$ cat config.mk
export PLATFORM = sky130hd
export DESIGN_NAME = player_laser
export DESIGN_NICKNAME = d
export VERILOG_FILES = /design/src/rtl/player_laser.sv
export SDC_FILE = /design/constraint.sdc
export NUM_CORES = 1
export LEC_CHECK = 0
export ABC_AREA = 1
export CORE_AREA = 3 3 78 134
export CTS_CLUSTER_SIZE = 28
export DETAILED_ROUTE_END_ITERATION = 10
export DIE_AREA = 0 0 81 137
export SLEW_MARGIN = 10
export SYNTH_ARGS = -nofsm -noshare
export SYNTH_HDL_FRONTEND = slang
export SYNTH_SLANG_ARGS = --single-unit
$ cat constraint.sdc
create_clock -name clk_i -period 5.2 [get_ports clk_i]
set_input_delay 1.04 -clock clk_i [delete_from_list [all_inputs] [get_ports clk_i]]
set_output_delay 1.04 -clock clk_i [all_outputs]
set_load 0.02 [all_outputs]
$ cat src/rtl/player_laser.sv
// Player laser projectile: spawns one upward-moving laser from the gun
// position, advances it once per frame, explodes on an enemy hit, and
// enforces a cooldown between shots.
// Optional build macro: PLAYER_LASER_HOLD_FIRE_EN (defined = holding the
// button auto-refires; undefined = button must be released between shots).
module player_laser #(
   parameter logic [11:0] color_p           = {4'hF, 4'hF, 4'hF},
   parameter int          width_p           = 4,
   parameter int          height_p          = 12,
   parameter int          speed_p           = 8,
   parameter int          spawn_y_p         = 440,
   parameter int          top_border_p      = 8,
   parameter int          explode_frames_p  = 6,
   parameter int          cooldown_frames_p = 10
) (
   input  logic       clk_i,
   input  logic       reset_ni,
   input  logic       frame_i,
   input  logic       shoot_i,
   input  logic       alive_i,
   input  logic       pause_i,
   input  logic       clear_i,
   input  logic [9:0] gun_left_i,
   input  logic [9:0] gun_right_i,
   input  logic       hit_enemy_i,
   output logic       fired_o,
   output logic       laser_active_o,
   output logic       exploding_o,
   output logic [9:0] laser_left_o,
   output logic [9:0] laser_right_o,
   output logic [9:0] laser_top_o,
   output logic [9:0] laser_bot_o,
   output logic [3:0] laser_red_o,
   output logic [3:0] laser_green_o,
   output logic [3:0] laser_blue_o,
   output logic [2:0] state_o
);

   localparam logic [2:0] ST_IDLE = 3'b001;
   localparam logic [2:0] ST_FLY  = 3'b010;
   localparam logic [2:0] ST_EXP  = 3'b100;

   localparam int         CNT_W    = 8;
   localparam logic [CNT_W-1:0] EXPL_N = CNT_W'(explode_frames_p);
   localparam logic [CNT_W-1:0] CD_N   = CNT_W'(cooldown_frames_p);
   localparam logic [9:0] SPAWN_Y  = 10'(spawn_y_p);
   localparam logic [9:0] SPEED    = 10'(speed_p);
   localparam logic [9:0] MISS_LIM = 10'(top_border_p + speed_p);
   localparam logic [9:0] HALF_W   = 10'(width_p / 2);
   localparam logic [9:0] W_M1     = 10'(width_p - 1);
   localparam logic [9:0] H_M1     = 10'(height_p - 1);

   // Counts down to zero and stays there.
   function automatic logic [CNT_W-1:0] sat_dec(input logic [CNT_W-1:0] v);
      return (v == '0) ? '0 : v - CNT_W'(1);
   endfunction

   logic [2:0]       state_q, state_d;
   logic [CNT_W-1:0] cool_q, cool_d;
   logic [CNT_W-1:0] expl_q, expl_d;
   logic [9:0]       left_q, left_d;
   logic [9:0]       right_q, right_d;
   logic [9:0]       top_q, top_d;
   logic             fired_q, fired_d;
   logic             armed;
   logic             fire;
   logic [9:0]       mid;

`ifdef PLAYER_LASER_HOLD_FIRE_EN
   assign armed = 1'b1;
`else
   // shoot_q = button still held since the last shot; the trigger re-arms
   // once shoot_i is seen low.
   logic shoot_q, shoot_d;
   assign armed = ~shoot_q;
`endif

   // Gun centre; the sum needs 11 bits before halving.
   assign mid  = 10'(({1'b0, gun_left_i} + {1'b0, gun_right_i}) >> 1);
   assign fire = frame_i & shoot_i & alive_i & ~pause_i & (cool_q == '0) & armed;

   // Next-state, counter and position logic.
   always_comb begin
      state_d = state_q;
      cool_d  = cool_q;
      expl_d  = expl_q;
      left_d  = left_q;
      right_d = right_q;
      top_d   = top_q;
      fired_d = 1'b0;
`ifndef PLAYER_LASER_HOLD_FIRE_EN
      shoot_d = shoot_q;
`endif
      if (clear_i) begin
         state_d = ST_IDLE;
         cool_d  = '0;
         expl_d  = '0;
         left_d  = '0;
         right_d = '0;
         top_d   = SPAWN_Y;
`ifndef PLAYER_LASER_HOLD_FIRE_EN
         shoot_d = 1'b0;
`endif
      end else if (state_q != ST_IDLE && state_q != ST_FLY && state_q != ST_EXP) begin
         state_d = ST_IDLE;
      end else if (!pause_i) begin
`ifndef PLAYER_LASER_HOLD_FIRE_EN
         if (!shoot_i) shoot_d = 1'b0;
`endif
         case (state_q)
            ST_IDLE: begin
               if (frame_i) cool_d = sat_dec(cool_q);
               if (fire) begin
                  state_d = ST_FLY;
                  left_d  = mid - HALF_W;
                  right_d = mid - HALF_W + W_M1;
                  top_d   = SPAWN_Y;
                  fired_d = 1'b1;
`ifndef PLAYER_LASER_HOLD_FIRE_EN
                  shoot_d = 1'b1;
`endif
               end
            end
            ST_FLY: begin
               // A hit outranks the frame step, including the border miss.
               if (hit_enemy_i) begin
                  state_d = ST_EXP;
                  expl_d  = EXPL_N;
               end else if (frame_i) begin
                  if (top_q < MISS_LIM) begin
                     state_d = ST_IDLE;
                     cool_d  = CD_N;
                  end else begin
                     top_d = top_q - SPEED;
                  end
               end
            end
            default: begin
               if (frame_i) begin
                  expl_d = sat_dec(expl_q);
                  if (expl_q <= CNT_W'(1)) begin
                     state_d = ST_IDLE;
                     cool_d  = CD_N;
                  end
               end
            end
         endcase
      end
   end

   // State registers with asynchronous active-low reset.
   always_ff @(posedge clk_i or negedge reset_ni) begin
      if (!reset_ni) begin
         state_q <= ST_IDLE;
         cool_q  <= '0;
         expl_q  <= '0;
         left_q  <= '0;
         right_q <= '0;
         top_q   <= SPAWN_Y;
         fired_q <= 1'b0;
`ifndef PLAYER_LASER_HOLD_FIRE_EN
         shoot_q <= 1'b0;
`endif
      end else begin
         state_q <= state_d;
         cool_q  <= cool_d;
         expl_q  <= expl_d;
         left_q  <= left_d;
         right_q <= right_d;
         top_q   <= top_d;
         fired_q <= fired_d;
`ifndef PLAYER_LASER_HOLD_FIRE_EN
         shoot_q <= shoot_d;
`endif
      end
   end

   // fired_o pulses on the first cycle the new laser is visible.
   assign fired_o        = fired_q;
   assign laser_active_o = (state_q == ST_FLY);
   assign exploding_o    = (state_q == ST_EXP);
   assign laser_left_o   = left_q;
   assign laser_right_o  = right_q;
   assign laser_top_o    = top_q;
   assign laser_bot_o    = top_q + H_M1;
   assign laser_red_o    = color_p[11:8];
   assign laser_green_o  = color_p[7:4];
   assign laser_blue_o   = color_p[3:0];
   assign state_o        = state_q;

endmodule
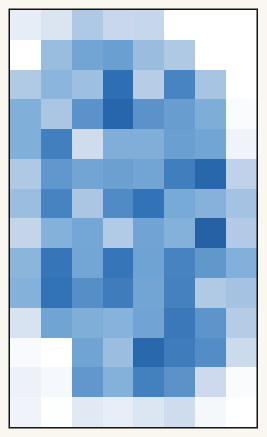
**Above:** run 1 (cell density map).
The die is cut into 8 by 14 equal tiles; white is low, dark blue is high, 0 to 100% covered.
mean over tiles: 41%
emptiest ninth of the die: north-east
nearly empty tiles: 8.9%
densest ninth of the die: centre
fullest tile: 80%
tiles over 75% full: 4.5%

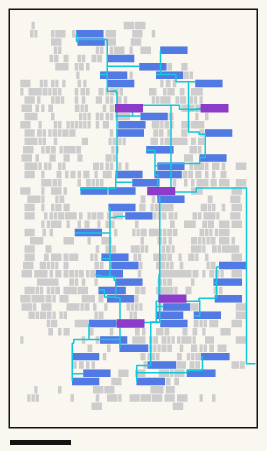
**Above:** run 1 (clock distribution).
Scale bar: 20 microns.
[cells driving clock nets] purple | count: 5
[clock wires] cyan | length: 683 microns
[flip-flops] blue | count: 48
routed clock nets: 6

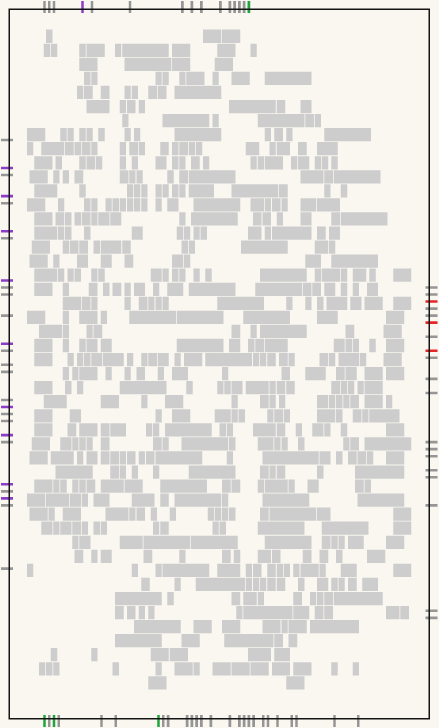
**Above:** run 1 (pin map).
Pins as bars across the die edge, other pins in grey.
[gun_right_i] purple | pins: 10 | direction: input | edge: 9 west, 1 north
[laser_blue_o] green | pins: 4 | direction: output | edge: 3 south, 1 north
[state_o] red | pins: 3 | direction: output | edge: east
all pins by edge: 26 west, 26 south, 19 east, 15 north

==> impl_metrics.toml, run 1 <==
# yosys + openroad results
[status]
status = "complete, no violations"

[power]
clkPwrFrac_pct = 23.1
p_leak_nw = 2.34
peakVddDrop_mv = 0.219
swShare_pct = 41.3
p_comb_share_pct = 46.9
p_int_mw = 0.973
power.density_nw_per_um2 = 357
seq_power_share_pct = 30.0
switching_power_mw = 0.685

[place]
hpwl_microns = 7300
gp_congestion = 0.828
port_buffers = 67

[route]
via_per_inst = 4.82
drt-initial-drc-count = 123
ant_nets = 0
post-route-drc-count = 0
drtPass1Iterations = 4
drt-total-wl_microns = 8900
wl_per_cell_microns = 12.4

[die]
initCoreUtil_pct = 39.2
ioPinCount = 86
core_sq_um = 9530
dieWidth_microns = 81
dieArea_sq_um = 11100
fp.dieH_microns = 137
placementRows = 47

[sta]
setup_tns_ps = 0
relSlewSlack_pct = 58.8
slew_violations = 0
fin_ws_ps = 1710
hold_viol = 0
period_needed_ps = 3490
fmax_ghz = 0.286
finalClockSkew_ps = 2.70
setup_viol = 0
rsz0062_at_grt = "false"
worst_slew_pin_slew_ps = 617
period_used_pct = 67.2

[critical_path]
critical-path-max-stage-delay_ps = 420
required_ps = 5390
crit_slowest_cell = "fa_1"
cp.buffers_inverters = 3
critPathTopFamily = "simple AND/OR/NAND/NOR gates"
r2r_setup_slack_ps = 3110
cp-start-kind = "primary input"
critPathKind = "primary input to flip-flop"
critical_path.endpoint_type = "flip-flop"
path_common_cell = "nand2_1"
r2r-end = "laser_right_o[8]"
reg2regPathDepth = 12
r2r-start = "cool_q[0]"
worst-path-max-fanout = 5
crit_arrival_ps = 3680

[worst_hold_path]
min_path_type = "flip-flop to flip-flop"
hold_start = "laser_left_o[8]"
whs_path_depth = 2
hold_path_end = "laser_left_o[8]"

[finish]
layout-drive-gt1-share_pct = 12.6
fill_cells = 1015
register_area_sq_um = 1210
diodes = 0
synthToLayoutAreaGrowth_pct = 24.3
logic_area_sq_um = 2150

[yosys]
postSynthCellCount = 525
yosys_cells = 525
ys_chip_area_sq_um = 3730
ys_sh_mux_pct = 0
adder_share_pct = 7.24
edf_count = 0
ff_type = "dfrtp_1"
logic_family = "simple AND/OR/NAND/NOR gates"
syn_avg_cell_area_sq_um = 7.11
synth_top_cell_by_count = "nand2_1"
netlist_area_sq_um = 3730
yosys_warnings = 0
yosysSeqAreaShare_pct = 32.4
async_flop_share_pct = 100
synth_flops = 48
synth-simple-area-share_pct = 38.1
ys_sh_xor_pct = 1.88
synth_cell_types = 41
top_cells_by_count = "141 x nand2_1, 66 x inv_1, 42 x dfrtp_1"
area_leaders = "dfrtp_1 28%, nand2_1 14%, ha_1 6.7%, inv_1 6.6%, nand3_1 5.2%"
compound_area_share_pct = 8.64

[grt]
grt_pass1_vias = 3467
antenna_found_initial = 0
track_usage_pct = 17.4
grt.overflow.total = 0
grt_pass1_wl_microns = 15100
grt_max_degree = 49

[job]
tool_warnings = 32
cap_violations = 0

[cts]
cts_setup_buffers = 0
cts_buffer_depth = 2
clkSlewWorstSetupHoldPaths_ps = 60
htree_levels = 2
clk_latency_ps = 290
cts_tree = "built"
clock_sinks = 48
cts_made_buffers = 5
cts-root-buf = "clkbuf_16"
cts_resized = 0
run 1: worst max path at each step:
stage | endpoint | cells after the start | start | slack, ps
5_1_grt | laser_right_o[7] | 17 | gun_left_i[0] | 1350
2_1_floorplan | laser_right_o[8] | 14 | gun_left_i[0] | 2060
4_1_cts | laser_right_o[8] | 15 | gun_right_i[0] | 1690
3_3_place_gp | laser_right_o[8] | 15 | gun_left_i[0] | 1450
6_report | laser_right_o[8] | 15 | gun_right_i[0] | 1710
3_5_place_dp | laser_right_o[8] | 15 | gun_right_i[0] | 1390
run 1: area by class of cell:
class	count	area share, %
tap	122	3.29
clock buffer	6	2.99
clock inverter	2	0.836
sequential	48	26.0
multi-input combinational	398	46.4
timing repair buffer	68	14.5
inverter	73	5.96
run 1: placed cells by master, fill, tap and decap left out, types with 6 or more instances in the layout:
master,Yosys,final
a21oi_1,14,14
clkdlybuf4s50_1,0,66
conb_1,2,18
dfrtp_1,42,42
dfstp_2,6,6
ha_1,20,20
inv_1,66,66
inv_2,6,6
nand2_1,141,141
nand2_2,19,19
nand2_4,6,6
nand3_1,39,39
nand3_2,7,7
nor2_1,38,38
nor2_2,11,11
nor3_1,12,12
nor3b_1,6,6
o21ai_0,32,32
xor2_1,7,7
run 1: worst min-delay path: cells and delay by family, from the launching register on:
| family | cells | cell delay, ps |
|---|---|---|
| DFF | 1 | 340 |
| and+or+nand+nor | 2 | 110 |
run 1: layer usage:
metal / GRT usage (%) / part of all wire, % / wire length [microns]
met4: 9.02 / 3.4 / 306
met1: 16.4 / 36 / 3180
met3: 3.62 / 4.9 / 436
met5: 0 / 0 / 0
met2: 33.7 / 56 / 4980
run 1: per-stage QoR:
stage          hold slack [ps]  cell area (sq um)  util [%]  std cells  total power [mW]
4_1_cts                    487               4640      48.7        717              1.68
5_1_grt                    521               4640      48.7        717              1.81
2_1_floorplan              456               3790         -        541              1.08
3_3_place_gp               470               4460      46.9        709              1.27
3_5_place_dp               469               4460      46.9        709              1.29
6_report                   482               4640      48.7        717              1.66
run 1: logic make-up (layout without fill, tap and decap cells):
kind of cell,after synthesis,after routing
and+or+nand+nor,292,292
buffers and inverters,95,149
AOI/OAI and AO/OA,59,59
DFF,48,48
adders and majority gates,21,21
xor gates and xnor gates,8,8
other,2,18
run 1: state kept, by name (all words and copies together), names as in the netlist:
signal,cells
shoot_q,1
laser_top_o,7
laser_right_o,10
laser_left_o,10
cool_q,8
expl_q,8
state_o,3
fired_o,1
run 1: power groups by stage:
stage	logic (mW)	registers (mW)	clock network (mW)
floorplan	0.567	0.512	0
global placement	0.769	0.502	0
detailed placement	0.784	0.505	0
CTS	0.787	0.498	0.394
global route	0.884	0.507	0.415
finish	0.777	0.498	0.383
**Run 1: placement view**

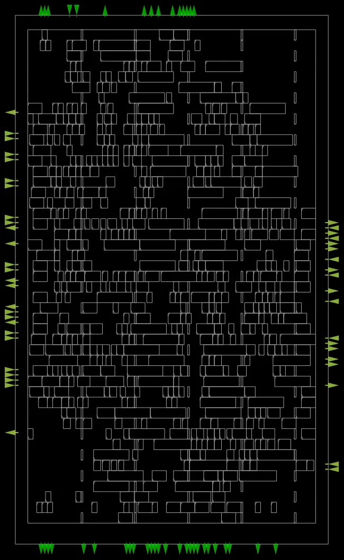

## Run 2: what changed since run 1
--- a/config.mk
+++ b/config.mk
@@ -10,6 +10,7 @@
 export CTS_CLUSTER_SIZE = 28
 export DETAILED_ROUTE_END_ITERATION = 10
 export DIE_AREA = 0 0 81 137
+export PLACE_DENSITY = 0.67
 export SLEW_MARGIN = 10
 export SYNTH_ARGS = -nofsm -noshare
 export SYNTH_HDL_FRONTEND = slang
==> constraint.sdc (replaced) <==
create_clock -name clk_i -period 3.15 [get_ports clk_i]
set_input_delay 0.63 -clock clk_i [delete_from_list [all_inputs] [get_ports clk_i]]
set_output_delay 0.63 -clock clk_i [all_outputs]
set_load 0.02 [all_outputs]
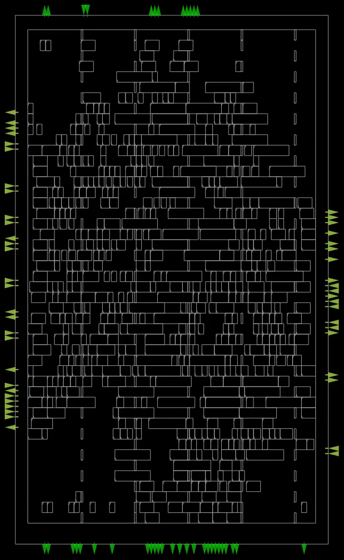
**Above:** run 2 (placement view).
Finished Core Util: 49.2%
Flops: 48
core area: 9530 sq um
std cell rows: 47
fill count: 956

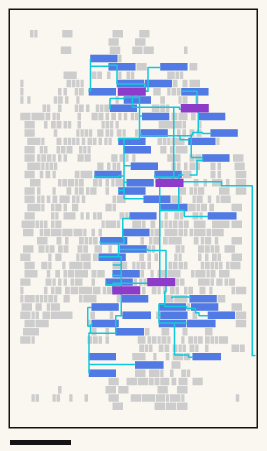
**Above:** run 2 (clock distribution).
Scale bar: 20 microns.
[flip-flops] blue | count: 48
[clock wires] cyan | length: 662 microns
[cells driving clock nets] purple | count: 5
routed clock nets: 6

==> run 2 against run 1 <==
Net effect:
- via count about the same
- global-route usage fell by 0.64 points
- largest cell class unchanged
- combinational power grew about 70%
- first-iteration DRC count down 2.4%
- critical path type unchanged
- register-to-register slack worse by 2100 ps
- cell area is 0.89% higher
- clock power rose by 48%
==> impl_metrics.toml, run 2 <==
# yosys + openroad results
[status]
status = "complete, no violations"

[yosys]
edf_count = 0
synth-simple-area-share_pct = 38.1
yosys_cells = 525
top_area_share_pct = 28.1
ys_sh_xor_pct = 1.88
synth_flops = 48
synth_cell_types = 41
yosys_warnings = 0
netlist_area_sq_um = 3730
ys_chip_area_sq_um = 3730
area_leaders = "dfrtp_1 28%, nand2_1 14%, ha_1 6.7%, inv_1 6.6%, nand3_1 5.2%"
adder_share_pct = 7.24
syn_avg_cell_area_sq_um = 7.11
yosysSeqAreaShare_pct = 32.4
compound_area_share_pct = 8.64
yosys.area.top_type = "dfrtp_1"
async_flop_share_pct = 100
top_cells_by_count = "141 x nand2_1, 66 x inv_1, 42 x dfrtp_1"
ff_type = "dfrtp_1"
logic_family = "simple AND/OR/NAND/NOR gates"
postSynthCellCount = 525
ys_sh_mux_pct = 0
synth_top_cell_by_count = "nand2_1"

[cts]
cts_hold_buf = 0
clkSlewWorstSetupHoldPaths_ps = 70
cts-root-buf = "clkbuf_16"
cts_made_buffers = 5
clk_latency_ps = 290
clock_sinks = 48
cts_tree = "built"
htree_levels = 2
cts_buffer_depth = 2

[critical_path]
reg2regPathDepth = 10
required_ps = 3340
cp-start-kind = "primary input"
critPathKind = "primary input to flip-flop"
worst-path-max-fanout = 3
r2r_setup_slack_ps = 1060
crit_arrival_ps = 3060
critical_path.endpoint_type = "flip-flop"

[sta]
setup_tns_ps = 0
rsz0062_at_grt = "false"
fmax_ghz = 0.348
period_used_pct = 91.1
slew_violations = 0
period_needed_ps = 2870
relSlewSlack_pct = 59.9
setup_viol = 0
finalClockSkew_ps = 4.32
worst_slew_pin_slew_ps = 601
hold_viol = 0

[job]
tool_warnings = 32
cap_violations = 0

[die]
dieArea_sq_um = 11100
ioPinCount = 86
dieWidth_microns = 81
fp.dieH_microns = 137
initCoreUtil_pct = 39.2

[route]
drt-total-wl_microns = 8620
via_per_inst = 4.77
post-route-drc-count = 0
drt-initial-drc-count = 120
drtPass1Iterations = 4
wl_per_cell_microns = 11.9
ant_nets = 0
vias = 3459

[grt]
grt.overflow.total = 0
grt_pass1_wl_microns = 14800
grt_pass1_vias = 3501
track_usage_pct = 16.7
antenna_found_initial = 0
grt_max_degree = 49

[finish]
mostFrequentLayoutCells = "141 x nand2_1, 66 x inv_1, 66 x clkdlybuf4s50_1"
layout-drive-gt1-share_pct = 13.9
synthToLayoutAreaGrowth_pct = 25.4
final_common_cell = "nand2_1"
final_nets = 651
diodes = 0

[place]
gp_congestion = 0.891
hpwl_microns = 7120
port_buffers = 67

[power]
peakVddDrop_mv = 0.324
p_total_mw = 2.70
p_leak_nw = 2.36
power.density_nw_per_um2 = 577

[worst_hold_path]
min_path_type = "primary input to async pin"
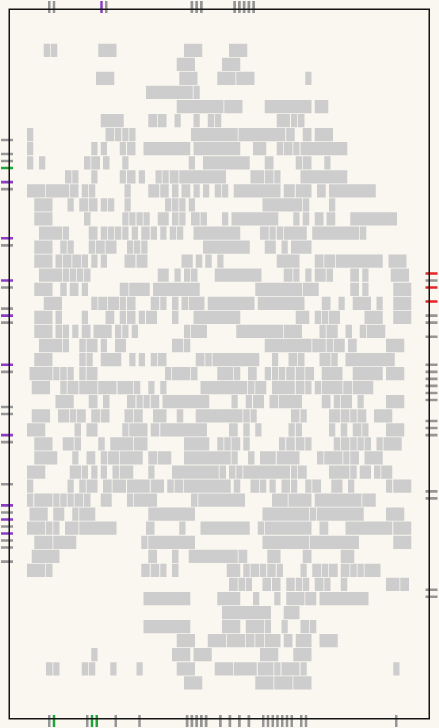
**Above:** run 2 (pin map).
Pins as bars across the die edge, other pins in grey.
[laser_blue_o] green | pins: 4 | direction: output | edge: 3 south, 1 west
[state_o] red | pins: 3 | direction: output | edge: east
[gun_right_i] purple | pins: 10 | direction: input | edge: 9 west, 1 north

==> run 2: netlist changes by cell type in the layout (fill, tap and decap cells not counted) <==
cell / before / now
bufinv_16: 1 / 0
ha_2: 0 / 1
buf_4: 1 / 9
clkinv_4: 1 / 0
ha_1: 20 / 19
inv_6: 0 / 2
==> run 2: cell families after synthesis <==
family                   after synthesis
AND/OR/NAND/NOR                      292
buffers and inverters                 95
AND-OR/OR-AND                         59
flip-flops                            48
adder cells (fa/ha/maj)               21
XOR/XNOR                               8
other                                  2
==> run 2: area by class of cell <==
cell class	instances	area, sq um
Fill cell	956	4840
Multi-Input combinational cell	398	2160
Sequential cell	48	1210
Timing Repair Buffer	76	733
Inverter	73	277
Tap cell	122	153
Clock buffer	6	139
Clock inverter	2	17.5
==> run 2: what timing repair did <==
item / CTS / global route
buffers inserted: 0 / 0
setup endpoints to repair: 0 / 1
gates resized: 0 / 1
==> run 2: critical path: stages <==
cell and delay [ps]:
clkdlybuf4s50_1 450, fa_1 490, xnor2_1 200, buf_4 140, ha_1 150, inv_1 60
nand3_1 100, nand2_1 80, nor2_1 130, nand3_1 140, nor2_2 120, nand2_1 100
nor2_2 110, inv_1 50, nand3_1 50, nand2_1 50
==> run 2: power breakdown <==
group | switching (mW) | internal [mW]
Combinational | 0.820 | 0.498
Sequential | 0.0851 | 0.734
Clock | 0.245 | 0.322
Total | 1.15 | 1.55
==> run 2: worst paths after layout <==
kind	start	to
worst min-delay path	reset_ni	shoot_q
worst min register to register	expl_q[5]	expl_q[5]
max in group asynchronous	reset_ni	cool_q[4]
worst max register to register	cool_q[0]	laser_right_o[5]
worst max-delay path	gun_left_i[1]	laser_right_o[7]
min in group clk_i	expl_q[5]	expl_q[5]
==> run 2: metal layers <==
| metal | vias up | track usage, % | share of wire, % | wire length [microns] |
|---|---|---|---|---|
| met5 | - | 0 | 0 | 0 |
| met3 | 16 | 2.24 | 3.6 | 306 |
| met2 | 77 | 32.0 | 55 | 4760 |
| li1 | 1795 | - | - | - |
| met4 | 0 | 7.33 | 2.6 | 227 |
| met1 | 1571 | 17.6 | 39 | 3320 |
==> run 2: stage by stage <==
step	std cells	setup WS (ps)	util, %	hold slack (ps)	cell area (sq um)
final	725	280	49.2	428	4680
after global routing	725	7.56	49.2	483	4680
after CTS	725	264	49.1	456	4680
after detailed placement	717	-44.5	47.5	479	4520
after global placement	717	0.968	47.5	470	4520
after floorplan	541	421	-	334	3790
**Run 2: signal wires on met3**

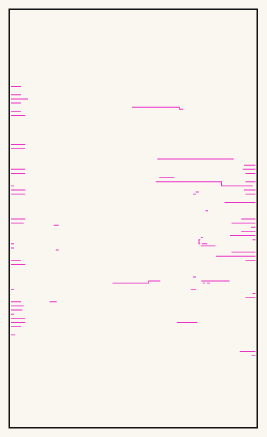

## Run 3: what changed since run 2
--- a/config.mk
+++ b/config.mk
@@ -6,11 +6,13 @@
 export NUM_CORES = 1
 export LEC_CHECK = 0
 export ABC_AREA = 1
+export CAP_MARGIN = 25
 export CORE_AREA = 3 3 78 134
 export CTS_CLUSTER_SIZE = 28
 export DETAILED_ROUTE_END_ITERATION = 10
 export DIE_AREA = 0 0 81 137
 export PLACE_DENSITY = 0.67
+export SETUP_SLACK_MARGIN = 0.3
 export SLEW_MARGIN = 10
 export SYNTH_ARGS = -nofsm -noshare
 export SYNTH_HDL_FRONTEND = slang
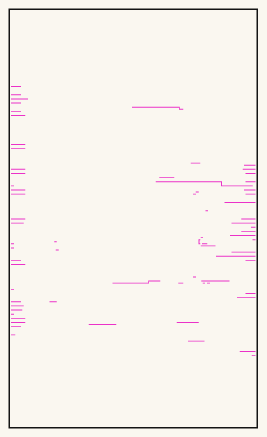
**Above:** run 3 (signal wires on met3).
longest straight run: 21.4 microns
wire length on this layer: 303 microns
nets with wire on the layer: 62
share of all routed wire: 3.4%
main direction: horizontal

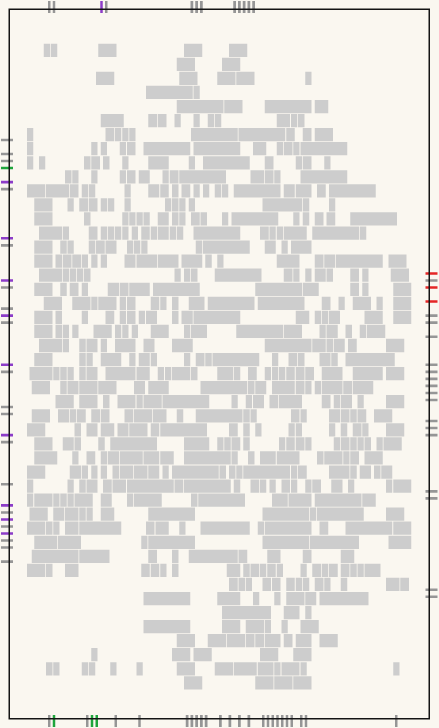
**Above:** run 3 (pin map).
Pins as bars across the die edge, other pins in grey.
[gun_right_i] purple | pins: 10 | direction: input | edge: 9 west, 1 north
[state_o] red | pins: 3 | direction: output | edge: east
[laser_blue_o] green | pins: 4 | direction: output | edge: 3 south, 1 west
all pins by edge: 28 west, 26 south, 20 east, 12 north

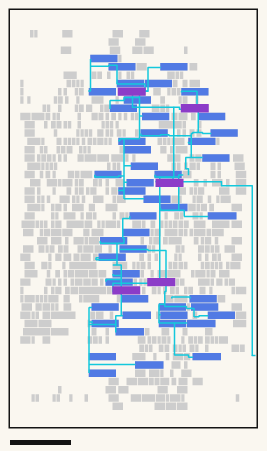
**Above:** run 3 (clock distribution).
Scale bar: 20 microns.
[flip-flops] blue | count: 48
[clock wires] cyan | length: 658 microns
[cells driving clock nets] purple | count: 5
routed clock nets: 6

==> run 3 against run 2 <==
Net effect:
- global-route usage about the same
- die area stayed put
- via count rose by 1.3%
- count of clock-buffer cells in the layout did not move
- critical path type unchanged
- largest power group unchanged
==> impl_metrics.toml, run 3 <==
# yosys + openroad results
[critical_path]
reg2regPathDepth = 10
required_ps = 3340
cp-start-kind = "primary input"
worst-path-max-fanout = 3
critical_path.endpoint_type = "flip-flop"

[cts]
cts_tree = "built"
clock_sinks = 48
cts_made_buffers = 5
htree_levels = 2
cts_buffer_depth = 2
clkSlewWorstSetupHoldPaths_ps = 70

[yosys]
synth_cell_types = 41
ys_chip_area_sq_um = 3730
async_flop_share_pct = 100
postSynthCellCount = 525
area_leaders = "dfrtp_1 28%, nand2_1 14%, ha_1 6.7%, inv_1 6.6%, nand3_1 5.2%"
edf_count = 0
synth_top_cell_by_count = "nand2_1"
ff_type = "dfrtp_1"
top_area_share_pct = 28.1
netlist_area_sq_um = 3730
yosysSeqAreaShare_pct = 32.4
yosys_warnings = 0
yosys.area.top_type = "dfrtp_1"
syn_avg_cell_area_sq_um = 7.11
yosys_cells = 525

[sta]
relSlewSlack_pct = 59.7
period_needed_ps = 2730
fmax_ghz = 0.366
finalClockSkew_ps = 3.92
worst_slew_pin_slew_ps = 604
hold_viol = 0
slew_violations = 0
period_used_pct = 86.6

[die]
ioPinCount = 86
dieWidth_microns = 81
placementRows = 47
fp.dieH_microns = 137

[status]
status = "complete, no violations"

[route]
post-route-drc-count = 0
via_per_inst = 4.80
drtPass1Iterations = 4
drt-total-wl_microns = 8840
wl_per_cell_microns = 12.1
ant_nets = 0
vias = 3503

[finish]
final_common_cell = "nand2_1"
final_nets = 656
synthToLayoutAreaGrowth_pct = 30.9
logic_area_sq_um = 2320
fill_cells = 929
diodes = 0
mostFrequentLayoutCells = "135 x nand2_1, 64 x clkdlybuf4s50_1, 63 x inv_1"
register_area_sq_um = 1210
layout-drive-gt1-share_pct = 19.2

[place]
gp_congestion = 0.891
hpwl_microns = 7120
dp_slack_ps = -44.5

[grt]
antenna_found_initial = 0
grt_max_degree = 49
track_usage_pct = 16.8

[job]
cap_violations = 0

[power]
power.density_nw_per_um2 = 569
[run 3: cell types whose count changed in the layout (fill, tap and decap cells not counted), sizes merged]
cell / previous run / this run
clkdlybuf4s50: 66 / 64
buf: 10 / 15
dlymetal6s2s: 0 / 2
[run 3: repair_timing]
action | CTS | global route
buffers inserted | 0 | 5
gates cloned | 0 | 0
pin swaps | 0 | 20
endpoints found under the setup margin | 4 | 9
hold buffers | 0 | 0
gates resized | 3 | 38
[run 3: per-layer routing]
metal	track usage [%]	routed length, microns	up-vias
met4	7.33	230	0
met3	2.24	302	17
met2	32.1	4910	80
met1	17.6	3400	1603
li1	-	-	1803
met5	0	0	-
[run 3: per-stage QoR]
stage	area [sq um]	setup TNS, ps	total power [mW]	cells
4_1_cts	4700	0	2.73	725
3_3_place_gp	4520	0	2.12	717
5_1_grt	4890	0	3.02	730
6_report	4890	0	2.78	730
2_1_floorplan	3790	0	1.78	541
3_5_place_dp	4520	-118	2.15	717
[run 3: worst max-delay path, cell delays in order]
cell and delay (ps):
clkdlybuf4s50_1 400, nand2_1 70, inv_2 40, fa_2 380, xnor2_2 200, buf_4 150, ha_4 130, inv_2 50
nand3_2 70, nand2_2 80, nor2_4 120, nand3_2 100, nor2_4 130, nand2_2 70, nor2_2 120, inv_1 50
nand3_1 60, nand2_1 50
[run 3: cells by family after synthesis]
| group | count (synthesis) | share of synthesized area (%) |
|---|---|---|
| AND-OR/OR-AND | 59 | 8.64 |
| XOR/XNOR | 8 | 1.88 |
| adder cells (fa/ha/maj) | 21 | 7.24 |
| buffers and inverters | 95 | 11.6 |
| flip-flops | 48 | 32.4 |
| other | 2 | 0.201 |
| AND/OR/NAND/NOR | 292 | 38.1 |
[run 3: where the power goes]
group	switching, mW	internal [mW]	total [mW]
Clock	0.245	0.322	0.567
Combinational	0.862	0.533	1.40
Sequential	0.0854	0.734	0.819
[run 3: final timing paths]
kind / start / end / slack (ps)
worst max-delay path: gun_right_i[0] / laser_right_o[7] / 420
worst min-delay path: reset_ni / shoot_q / 430
worst max register to register: cool_q[0] / laser_right_o[5] / 1070
worst min register to register: laser_left_o[0] / laser_left_o[0] / 500
max in group asynchronous: reset_ni / cool_q[4] / 2310
min in group clk_i: laser_left_o[0] / laser_left_o[0] / 500
[run 3: final cells by class]
class,count,area share [%]
clock buffers,6,2.84
clock inverters,2,0.358
inverters,73,5.66
multi-input cells,398,47.4
flip-flops and latches,48,24.7
well taps,122,3.12
repair buffers,81,15.9
Power and IR drop assume default switching activity.
